run_1/final_placement.png
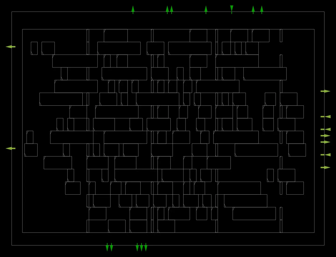
run_1/gate_families.png
The bar under the picture is 20 um long.
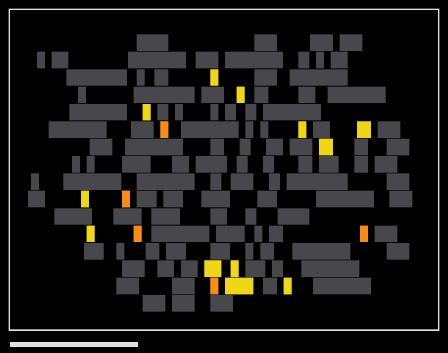
run_1/metal_stack.png
The bar under the picture is 20 um long.
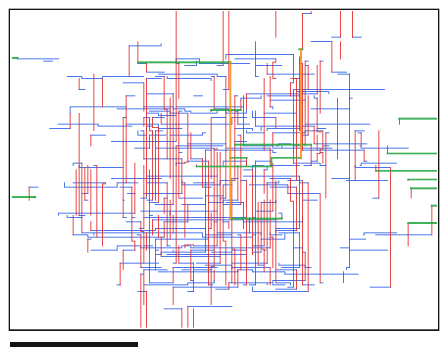
<file path="config.mk">
export PLATFORM = sky130hd
export DESIGN_NAME = fifo_controller
export DESIGN_NICKNAME = d
export VERILOG_FILES = /design/src/rtl/fifo_controller_pkg.sv /design/src/rtl/fifo_occupancy.sv /design/src/rtl/fifo_controller.sv
export SDC_FILE = /design/constraint.sdc
export NUM_CORES = 1
export LEC_CHECK = 0
export CAP_MARGIN = 20
export CELL_PAD_IN_SITES_DETAIL_PLACEMENT = 1
export CELL_PAD_IN_SITES_GLOBAL_PLACEMENT = 1
export CORE_AREA = 2 2 65 48
export CTS_CLUSTER_DIAMETER = 50
export DETAILED_ROUTE_END_ITERATION = 10
export DIE_AREA = 0 0 67 50
export GPL_ROUTABILITY_DRIVEN = 0
export GPL_TIMING_DRIVEN = 0
export PLACE_DENSITY = 0.78
export SYNTH_ARGS = -nofsm -noshare
export SYNTH_HDL_FRONTEND = slang
export SYNTH_SLANG_ARGS = --single-unit
</file>
<file path="constraint.sdc">
create_clock -name clk -period 2.8 [get_ports clk]
set_input_delay 0.56 -clock clk [delete_from_list [all_inputs] [get_ports clk]]
set_output_delay 0.56 -clock clk [all_outputs]
set_load 0.005 [all_outputs]
</file>
<file path="src/rtl/fifo_controller_pkg.sv">
// Shared definitions for the FIFO controller: state enumeration, state
// encodings and the default pointer width.
package fifo_controller_pkg;

  // Default pointer/address width (minus one) of the downstream pointer stage.
  localparam int DEFAULT_ADD_WIDTH = 4;

  // State encodings.
  localparam int          STATE_W        = 3;
  localparam logic [2:0]  ENC_INIT       = 3'd0;
  localparam logic [2:0]  ENC_IDLE       = 3'd1;
  localparam logic [2:0]  ENC_WR_SETUP   = 3'd2;
  localparam logic [2:0]  ENC_WR_MEM     = 3'd3;
  localparam logic [2:0]  ENC_RD_SETUP   = 3'd4;
  localparam logic [2:0]  ENC_RD_MEM     = 3'd5;
  localparam logic [2:0]  ENC_RD_DONE    = 3'd6;

  typedef enum logic [STATE_W-1:0] {
    INIT     = ENC_INIT,
    IDLE     = ENC_IDLE,
    WR_SETUP = ENC_WR_SETUP,
    WR_MEM   = ENC_WR_MEM,
    RD_SETUP = ENC_RD_SETUP,
    RD_MEM   = ENC_RD_MEM,
    RD_DONE  = ENC_RD_DONE
  } state_e;

endpackage

</file>
<file path="src/rtl/fifo_occupancy.sv">
// Saturating occupancy counter with registered full/empty flags.
// full_o/empty_o are derived from the next count value and registered, so
// they always agree with count and never depend on pointer comparators.
module fifo_occupancy
  import fifo_controller_pkg::*;
#(
  parameter int CW       = DEFAULT_ADD_WIDTH + 1,
  parameter int CAPACITY = 2**CW - 1
) (
  input  logic          clk,
  input  logic          clr,
  input  logic          inc,
  input  logic          dec,
  output logic [CW-1:0] count,
  output logic          full_o,
  output logic          empty_o
);

  localparam logic [CW-1:0] CAP_W  = CW'(CAPACITY);
  localparam logic [CW-1:0] ONE_W  = CW'(1);
  localparam logic [CW-1:0] ZERO_W = CW'(0);

  logic [CW-1:0] count_d, count_q;
  logic          full_d, full_q;
  logic          empty_d, empty_q;

  // Next count: increment/decrement with saturation at both ends.
  always_comb begin
    count_d = count_q;
    if (inc && !dec && (count_q != CAP_W)) begin
      count_d = count_q + ONE_W;
    end else if (dec && !inc && (count_q != ZERO_W)) begin
      count_d = count_q - ONE_W;
    end else begin
      count_d = count_q;
    end
    full_d  = (count_d == CAP_W);
    empty_d = (count_d == ZERO_W);
  end

  // Occupancy registers, cleared asynchronously.
  always_ff @(posedge clk or posedge clr) begin
    if (clr) begin
      count_q <= ZERO_W;
      full_q  <= 1'b0;
      empty_q <= 1'b1;
    end else begin
      count_q <= count_d;
      full_q  <= full_d;
      empty_q <= empty_d;
    end
  end

  assign count   = count_q;
  assign full_o  = full_q;
  assign empty_o = empty_q;

endmodule

</file>
<file path="src/rtl/fifo_controller.sv">
// FIFO controller: FSM sequencing the pointer stage and RAM strobes, with an
// alternating write/read arbiter and an occupancy sub-module.
// Optional feature macro: FIFO_CTRL_ERR_EN -- when defined, a write request on
// a full FIFO or a read request on an empty FIFO raises wr_err / rd_err for
// one cycle; otherwise such requests are silently held off and the error
// outputs stay 0.
module fifo_controller
  import fifo_controller_pkg::*;
#(
  parameter int ADD_WIDTH = DEFAULT_ADD_WIDTH,
  parameter int CAPACITY  = 2**(ADD_WIDTH+1) - 1
) (
  input  logic               clk,
  input  logic               Clear,
  input  logic               wr_req,
  input  logic               rd_req,
  output logic               sel,
  output logic               EnableP,
  output logic               ClearP,
  output logic               ram_we,
  output logic               ram_re,
  output logic               wr_ack,
  output logic               rd_ack,
  output logic               wr_err,
  output logic               rd_err,
  output logic [ADD_WIDTH:0] count,
  output logic               full_o,
  output logic               empty_o,
  output logic               busy
);

  state_e state_d, state_q;
  logic   init_arm_d, init_arm_q;   // keeps INIT for one full clock after Clear drops
  logic   last_wr_d, last_wr_q;     // 1: last contended grant went to the writer
  logic   sel_d, sel_q;
  logic   enp_d, enp_q;
  logic   clrp_d, clrp_q;
  logic   ram_we_d, ram_we_q;
  logic   ram_re_d, ram_re_q;
  logic   wr_ack_d, wr_ack_q;
  logic   rd_ack_d, rd_ack_q;
  logic   wr_err_d, wr_err_q;
  logic   rd_err_d, rd_err_q;
  logic   busy_d, busy_q;

  logic   full_s, empty_s;
  logic   wr_grant_s, rd_grant_s;
  logic   inc_s, dec_s;

  // Count moves when the memory access state completes, so an abort by Clear
  // inside WR_MEM/RD_MEM leaves no count change behind.
  assign inc_s = (state_q == WR_MEM);
  assign dec_s = (state_q == RD_MEM);

  fifo_occupancy #(
    .CW       (ADD_WIDTH + 1),
    .CAPACITY (CAPACITY)
  ) u_occupancy (
    .clk     (clk),
    .clr     (Clear),
    .inc     (inc_s),
    .dec     (dec_s),
    .count   (count),
    .full_o  (full_s),
    .empty_o (empty_s)
  );

  assign wr_grant_s = wr_req && !full_s;
  assign rd_grant_s = rd_req && !empty_s;

  // Next-state logic and arbitration; the last-served flag only moves when
  // both sides were grantable, so uncontended traffic does not bias it.
  always_comb begin
    state_d    = state_q;
    init_arm_d = 1'b0;
    last_wr_d  = last_wr_q;
    wr_err_d   = 1'b0;
    rd_err_d   = 1'b0;
    case (state_q)
      INIT: begin
        if (init_arm_q) begin
          state_d = INIT;
        end else begin
          state_d = IDLE;
        end
      end
      IDLE: begin
        if (wr_grant_s && rd_grant_s) begin
          if (last_wr_q) begin
            state_d   = RD_SETUP;
            last_wr_d = 1'b0;
          end else begin
            state_d   = WR_SETUP;
            last_wr_d = 1'b1;
          end
        end else if (wr_grant_s) begin
          state_d = WR_SETUP;
        end else if (rd_grant_s) begin
          state_d = RD_SETUP;
        end else begin
          state_d = IDLE;
`ifdef FIFO_CTRL_ERR_EN
          wr_err_d = wr_req && full_s;
          rd_err_d = rd_req && empty_s;
`else
          wr_err_d = 1'b0;
          rd_err_d = 1'b0;
`endif
        end
      end
      WR_SETUP: state_d = WR_MEM;
      WR_MEM:   state_d = IDLE;
      RD_SETUP: state_d = RD_MEM;
      RD_MEM:   state_d = RD_DONE;
      RD_DONE:  state_d = IDLE;
      default:  state_d = INIT;
    endcase
  end

  // Output decode from the next state so every output is a register that
  // lines up with the state it belongs to; sel holds outside access states.
  always_comb begin
    sel_d    = sel_q;
    enp_d    = 1'b0;
    clrp_d   = 1'b1;
    ram_we_d = 1'b0;
    ram_re_d = 1'b0;
    wr_ack_d = 1'b0;
    rd_ack_d = 1'b0;
    busy_d   = (state_d != IDLE);
    case (state_d)
      INIT: clrp_d = 1'b0;
      IDLE: clrp_d = 1'b1;
      WR_SETUP: begin
        sel_d = 1'b1;
        enp_d = 1'b1;
      end
      WR_MEM: begin
        sel_d    = 1'b1;
        ram_we_d = 1'b1;
        wr_ack_d = 1'b1;
      end
      RD_SETUP: begin
        sel_d = 1'b0;
        enp_d = 1'b1;
      end
      RD_MEM: begin
        sel_d    = 1'b0;
        ram_re_d = 1'b1;
      end
      RD_DONE: rd_ack_d = 1'b1;
      default: clrp_d = 1'b0;
    endcase
  end

  // State, arbiter flag and output registers; Clear forces the reset image.
  always_ff @(posedge clk or posedge Clear) begin
    if (Clear) begin
      state_q    <= INIT;
      init_arm_q <= 1'b1;
      last_wr_q  <= 1'b0;
      sel_q      <= 1'b0;
      enp_q      <= 1'b0;
      clrp_q     <= 1'b0;
      ram_we_q   <= 1'b0;
      ram_re_q   <= 1'b0;
      wr_ack_q   <= 1'b0;
      rd_ack_q   <= 1'b0;
      wr_err_q   <= 1'b0;
      rd_err_q   <= 1'b0;
      busy_q     <= 1'b1;
    end else begin
      state_q    <= state_d;
      init_arm_q <= init_arm_d;
      last_wr_q  <= last_wr_d;
      sel_q      <= sel_d;
      enp_q      <= enp_d;
      clrp_q     <= clrp_d;
      ram_we_q   <= ram_we_d;
      ram_re_q   <= ram_re_d;
      wr_ack_q   <= wr_ack_d;
      rd_ack_q   <= rd_ack_d;
      wr_err_q   <= wr_err_d;
      rd_err_q   <= rd_err_d;
      busy_q     <= busy_d;
    end
  end

  assign sel     = sel_q;
  assign EnableP = enp_q;
  assign ClearP  = clrp_q;
  assign ram_we  = ram_we_q;
  assign ram_re  = ram_re_q;
  assign wr_ack  = wr_ack_q;
  assign rd_ack  = rd_ack_q;
  assign wr_err  = wr_err_q;
  assign rd_err  = rd_err_q;
  assign full_o  = full_s;
  assign empty_o = empty_s;
  assign busy    = busy_q;

endmodule

</file>
==> flow_metrics.tcl, run 1 <==
# place-and-route summary
set metrics [dict create \
    status "complete, no violations" \
    critPathMaxFanout 7 \
    top_area_frac 0.403 \
    drive_gt1_frac 0.157 \
    grt_max_degree 20 \
    cp-endpoint "u_occupancy.full_o" \
    drc 0 \
    cts_inserted_buffers 3 \
    route.met3.wl_um 99 \
    fin_area_sq_mm 0.00127 \
    first_pass_iters 4 \
    io_pins 21 \
    clkLatencyLatePin_ns 0.27 \
    nWellTaps 36 \
    dominant_cells "sequential cells" \
    die_h_um 50 \
    cts-resized-gates 0 \
    use_met2 0.285 \
    seq_power_share 0.337 \
    final_util 0.467 \
    pre_cts_slack_ns 0.423 \
    p_leak_nw 0.563 \
    crit_slowest_cell "or4b_1" \
    num_antenna_cells 0 \
    ys_sh_simple 0.205 \
    first_global_vias 841 \
    seq_cells 19 \
    synthAdderAreaFrac 0.0479 \
    yosysUniqueCellTypes 41 \
    synthToLayoutAreaGrowth_pct 28.0 \
    final-clk-cell-share 0.0354 \
    top_cell "dfrtp_1" \
    yosys.stat.seqShare 0.482 \
    grt_use_met3 0.0411 \
    grt_setup_unrepaired "false" \
    p_int_mw 0.843 \
    power_density_mw_per_mm2 1100 \
    path_clk_slew_ns 0.07 \
    xor_area_frac 0.0353 \
    ys_sh_aoi 0.162 \
    antenna_found_initial 0 \
    ys_sh_mux 0 \
    area.share.combinational 0.361 \
    signal_buffers 26 \
    r2r_start "u_occupancy.count[0]" \
    rrSetupSlack_ns 0.36 \
    die_w_um 67 \
    synthTopCellsByCount "dfrtp_1 (16), nor2_1 (8), nand2_1 (7)" \
    highest_layer "met4" \
]
## Picture notes: final_placement.png
standard-cell rows: 16
core region area: 0.00272 sq mm

## Picture notes: gate_families.png
yellow -> NOR gates  # cells 12
orange -> inverters  # cells 5

## Picture notes: metal_stack.png
green -> met3  # wire length 99.8 um
orange -> met4  # wire length 41.5 um
blue -> met1  # wire length 1130 um
red -> met2  # wire length 1260 um

==> inputs of run 2 (changes only) <==
Settings changed: CTS_CLUSTER_DIAMETER 50 to 30.
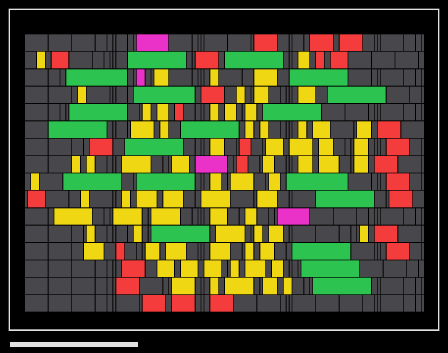
run_2/cell_classes.png
The bar under the picture is 20 um long. Fill, decap, tap and diode cells in grey.
green -> flops  # cells 19
red -> other buffers and delay cells  # cells 26
yellow -> all other logic  # cells 72
magenta -> clock drivers and dummy loads  # cells 4

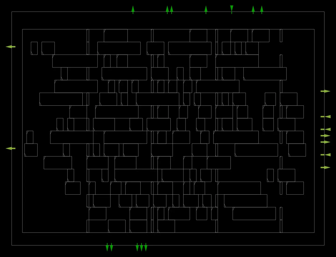
run_2/final_placement.png
registers: 19
Tapcells: 36

==> flow_metrics.tcl, run 2 <==
# place-and-route summary
set metrics [dict create \
    crit_slowest_cell "or4b_1" \
    row_count 16 \
    synthAdderAreaFrac 0.0479 \
    ys_sh_mux 0 \
    grt_max_degree 20 \
    p_int_mw 0.843 \
    use_met2 0.285 \
    dominant_cells "sequential cells" \
    top_cell "dfrtp_1" \
    cts-resized-gates 0 \
    highest_layer "met4" \
    power_density_mw_per_mm2 1100 \
    die_h_um 50 \
    signal_buffers 26 \
    final-clk-cell-share 0.0354 \
    synthToLayoutAreaGrowth_pct 28.0 \
    p_leak_nw 0.563 \
    ys_sh_simple 0.205 \
    pre_cts_slack_ns 0.423 \
    synthTopCellsByCount "dfrtp_1 (16), nor2_1 (8), nand2_1 (7)" \
    yosysUniqueCellTypes 41 \
    top_area_frac 0.403 \
    status "complete, no violations" \
    die_w_um 67 \
]
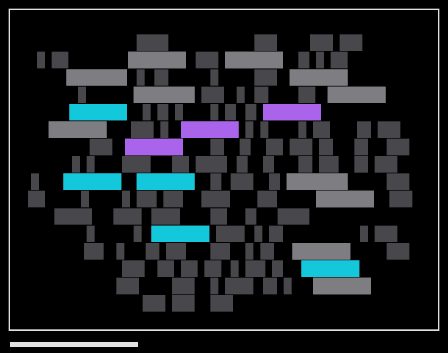
run_2/registers.png
The bar under the picture is 20 um long.
purple -> `state_q`  # placed flops 3
cyan -> `u_occupancy.count`  # placed flops 5
not coloured = 11

